**src/rtl/pipeline_collect_pkg.sv**
```systemverilog
// Shared defaults for the N-to-one collect stage. The payload width is
// always a module parameter; these values only seed the defaults.
package pipeline_collect_pkg;
    localparam int PC_N_DEFAULT      = 2;
    localparam int PC_W_DEFAULT      = 32;
    localparam int PC_BYPASS_DEFAULT = 1;
endpackage

```
**src/rtl/pipeline_collect_slot.sv**
```systemverilog
// One-entry valid/ready holding register. The drain input empties the slot,
// and a refill in the same cycle takes priority over the drain.
module pipeline_slot
    import pipeline_collect_pkg::*;
#(
    parameter int W            = PC_W_DEFAULT,
    parameter int BYPASS_READY = PC_BYPASS_DEFAULT
) (
    input  logic         clk,
    input  logic         rst,
    input  logic         in_valid,
    output logic         in_ready,
    input  logic [W-1:0] in_data,
    input  logic         drain,
    output logic         full,
    output logic [W-1:0] data
);
    logic         full_r;
    logic [W-1:0] data_r;
    logic         accept_s;

    // Accept while empty or, with bypass enabled, while the slot is draining.
    always_comb begin
        if (BYPASS_READY != 0) begin
            in_ready = !full_r || drain;
        end else begin
            in_ready = !full_r;
        end
        accept_s = in_valid && in_ready;
    end

    // Slot state: a refill wins over a drain, so a payload is never lost.
    always_ff @(posedge clk or negedge rst) begin
        if (!rst) begin
            full_r <= 1'b0;
            data_r <= {W{1'b0}};
        end else if (accept_s) begin
            full_r <= 1'b1;
            data_r <= in_data;
        end else if (drain) begin
            full_r <= 1'b0;
        end else begin
            full_r <= full_r;
        end
    end

    assign full = full_r;
    assign data = data_r;
endmodule

```
**src/rtl/pipeline_collect.sv**
```systemverilog
// Joins N valid/ready producer lanes into one consumer transaction carrying
// all N payloads; each lane has its own one-entry slot.
module pipeline_collect
    import pipeline_collect_pkg::*;
#(
    parameter int N            = PC_N_DEFAULT,
    parameter int W            = PC_W_DEFAULT,
    parameter int BYPASS_READY = PC_BYPASS_DEFAULT
) (
    input  logic                clk,
    input  logic                rst,
    input  logic [N-1:0]        i_valid,
    output logic [N-1:0]        i_ready,
    input  logic [N-1:0][W-1:0] i_data,
    output logic                o_valid,
    input  logic                o_ready,
    output logic [N-1:0][W-1:0] o_data
);
    logic [N-1:0] full_s;
    logic         fire_s;

    // o_valid depends only on slot state, never on the producers.
    assign o_valid = &full_s;
    assign fire_s  = o_valid && o_ready;

    for (genvar g = 0; g < N; g++) begin : g_lane
        pipeline_slot #(
            .W            (W),
            .BYPASS_READY (BYPASS_READY)
        ) u_slot (
            .clk      (clk),
            .rst      (rst),
            .in_valid (i_valid[g]),
            .in_ready (i_ready[g]),
            .in_data  (i_data[g]),
            .drain    (fire_s),
            .full     (full_s[g]),
            .data     (o_data[g])
        );
    end
endmodule

```
**config.mk**
```make
export PLATFORM = sky130hd
export DESIGN_NAME = pipeline_collect
export DESIGN_NICKNAME = d
export VERILOG_FILES = /design/src/rtl/pipeline_collect_pkg.sv /design/src/rtl/pipeline_collect_slot.sv /design/src/rtl/pipeline_collect.sv
export SDC_FILE = /design/constraint.sdc
export NUM_CORES = 1
export LEC_CHECK = 0
export ABC_CLOCK_PERIOD_IN_PS = 3300
export CORE_MARGIN = 4
export CORE_UTILIZATION = 44
export DETAILED_ROUTE_END_ITERATION = 7
export GPL_TIMING_DRIVEN = 1
export PLACE_DENSITY = 0.86
export RECOVER_POWER = 50
export SETUP_SLACK_MARGIN = 0.15
export SYNTH_ARGS = -nofsm -noshare
export SYNTH_HDL_FRONTEND = slang
export SYNTH_HIERARCHICAL = 1
export SYNTH_SLANG_ARGS = --single-unit
```
**constraint.sdc**
```tcl
create_clock -name clk -period 3.3 [get_ports clk]
set_input_delay 0.99 -clock clk [delete_from_list [all_inputs] [get_ports clk]]
set_output_delay 0.99 -clock clk [all_outputs]
set_load 0.005 [all_outputs]
```
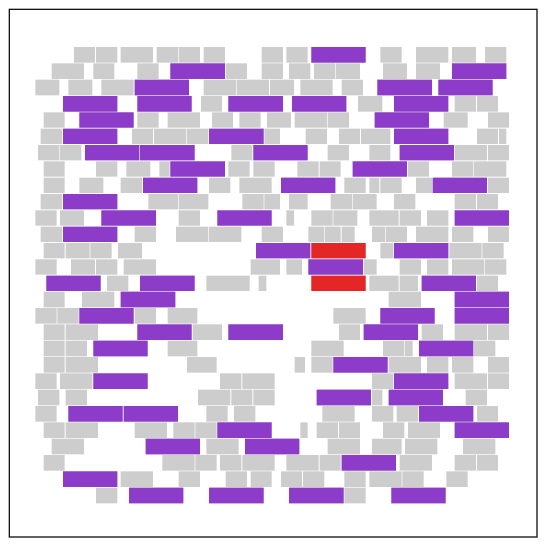
Fig. 1. Where the registers sit.
(6 px per um) Other cells in gray.
- red: g_lane.u_slot/full (placed flops 2)
- purple: g_lane.u_slot/data (placed flops 64; where all over the die)

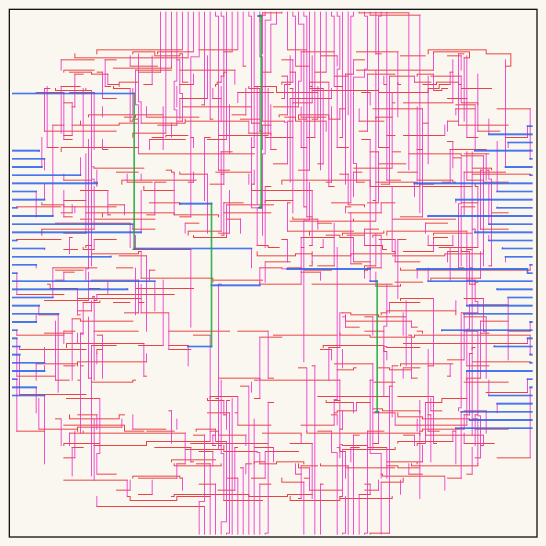
Fig. 2. Signal wires by layer.
(6 px per um)
- blue: met3 (wire length 558 um)
- green: met4 (wire length 103 um)
- red: met1 (wire length 2550 um)
- magenta: met2 (wire length 3390 um)
global-route usage over all layers: 0.181
average wire per standard cell: 17.8 um
routed wire length: 6.60 mm
detailed-route via count: 1767

==> PnR_summary.wiki <==
== Metrics ==
{| class="wikitable"
! Metric !! Value
|-
| Met3 usage || 0.0583
|-
| Final TNS setup || 0 ns
|-
| Slowest stage delay, CP || 0.40 ns
|-
| Number of endpoints failing setup at the final stage || 0
|-
| Floorplan die area || 0.00769 mm^2
|-
| Mux share || 0.338
|-
| Register Area || 0.00165 mm^2
|-
| Worst Hold Path EP || g_lane[0].u_slot/data[23]$_DFFE_PN0P_
|-
| Data arrival at the endpoint of the critical path || 2.04 ns
|-
| Total cell area reported by yosys after synthesis || 0.00280 mm^2
|-
| Flip-flops || 66
|-
| Number of global-route vias before repair || 1967
|-
| Fraction of final layout cells sized beyond drive strength 1 || 0.237
|-
| Combined area of the multi-input logic cells || 941 um^2
|-
| Total power of the final layout || 0.00260 W
|-
| Post-synthesis cell type count || 9
|-
| Standard cell with the maximum stage delay on the critical path || sky130_fd_sc_hd__clkdlybuf4s50_1
|-
| Total nets after synthesis || 213
|-
| Fill cells || 438
|-
| Worst-Margin Slew || 1.65 ns
|-
| Synth top area cells || sky130_fd_sc_hd__dfrtp_1 59%, sky130_fd_sc_hd__mux2_4 32%, sky130_fd_sc_hd__buf_12 4.3%, sky130_fd_sc_hd__mux2_2 1.6%, sky130_fd_sc_hd__nand2b_4 0.98%
|-
| Met2 usage in global routing || 0.306
|-
| Comb/total area || 0.221
|-
| Post-synth regs || 66
|-
| Critical path's top delay family || buffers and inverters
|-
| Xor and xnor fraction of the mapped netlist area || 0
|-
| Via density || 4.78
|-
| Req. time, crit path || 2.31 ns
|-
| DRT Pass-1 Iters || 4
|-
| Hold Path Stages || 1
|-
| IO buf count || 135
|-
| Max-cap violation count || 1
|-
| Fin. max-slew vios || 32
|-
| I/O pin count || 136
|-
| Core region area || 0.00603 mm^2
|-
| Library cell with the highest instance count after synthesis || sky130_fd_sc_hd__dfrtp_1
|-
| Violations in the final reports || capacitance limit, slew limit
|-
| Count of buffers added by post-CTS timing repair for setup || 0
|-
| Period minus WS final || 3.03 ns
|-
| Setup CP Type || primary input to output port
|-
| Most common library cell in the layout ignoring fill and taps || sky130_fd_sc_hd__clkdlybuf4s50_1
|-
| Result of the run || finished with violations
|-
| Met1 Resource Use GR || 0.214
|-
| Non-clock buffer share of cell area || 0.329
|-
| Number of buffer and inverter stages on the critical path || 2
|-
| Largest fanout on the critical path || 3
|-
| Share of total power in sequential cells || 0.433
|-
| Instance area at placement || 0.00418 mm^2
|-
| Clk Latency, worst-skew pair || 0.33 ns
|-
| Area fraction in compound gates after synthesis || 0
|-
| Internal || 0.00196 W
|-
| Endpoint of the most critical setup path || i_ready[0]
|-
| RSZ-0062 raised after global routing || false
|-
| Switching part of the total || 0.246
|-
| Worst Slack Setup Final || 0.275 ns
|-
| Proportion of cell area occupied by registers || 0.388
|-
| Cell class ranked first by area || flip-flops and latches
|-
| Cell type with the largest total area after synthesis || sky130_fd_sc_hd__dfrtp_1
|-
| Fraction of post-synthesis cell area in the top cell type by area || 0.591
|-
| Part of the total power dissipated in the clock network || 0.227
|-
| Async set-or-reset flop fraction in the synthesized netlist || 1.00
|-
| Final core occ || 0.707
|-
| TritonCTS Buffers || 9
|-
| Final Non-Filler Cells || 370
|-
| Die Ht || 87.7 um
|-
| H-Tree Depth || 3
|-
| Post-DRT Antenna Nets || 0
|-
| Cell Count Post-Placement || 355
|-
| Detailed Route Iter0 Violations || 32
|-
| CTS clk-pin slew, worst paths || 0.06 ns
|-
| Area growth from synthesis to layout || 52.3%
|}
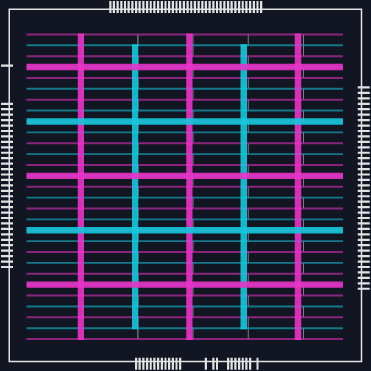
Fig. 3. Floorplan with the power grid.
(4 px per um) Pins as bars on the die edge. Tap cells in gray.
- magenta: VSS
- cyan: VDD
- signal pins: 136
- rows: 28
- met5 straps: 5

==> power groups by stage <==
stage / registers (W) / logic (W) / clock network, W
after floorplan: 0.00115 / 0.000384 / 0
after global placement: 0.00113 / 0.000938 / 0
after detailed placement: 0.00114 / 0.000961 / 0
after CTS: 0.00113 / 0.000963 / 0.000607
after global routing: 0.00115 / 0.000939 / 0.000650
final: 0.00112 / 0.000881 / 0.000590
==> what timing repair did <==
action / CTS / global route
setup endpoints to repair: 2 / 0
hold buffers: 0 / 0
hold endpoints to repair: 0 / 0
gates resized: 2 / 0
==> sequential cells by signal, summed over array words and instances, names as in the netlist <==
signal and cells:
g_lane.u_slot/data 64, g_lane.u_slot/full 2
==> per-layer routing <==
layer,vias up,routed length [um]
li1,798,-
met1,881,2540
met2,79,3390
met3,9,557
met4,0,103
met5,-,0
Power and IR drop assume default switching activity.
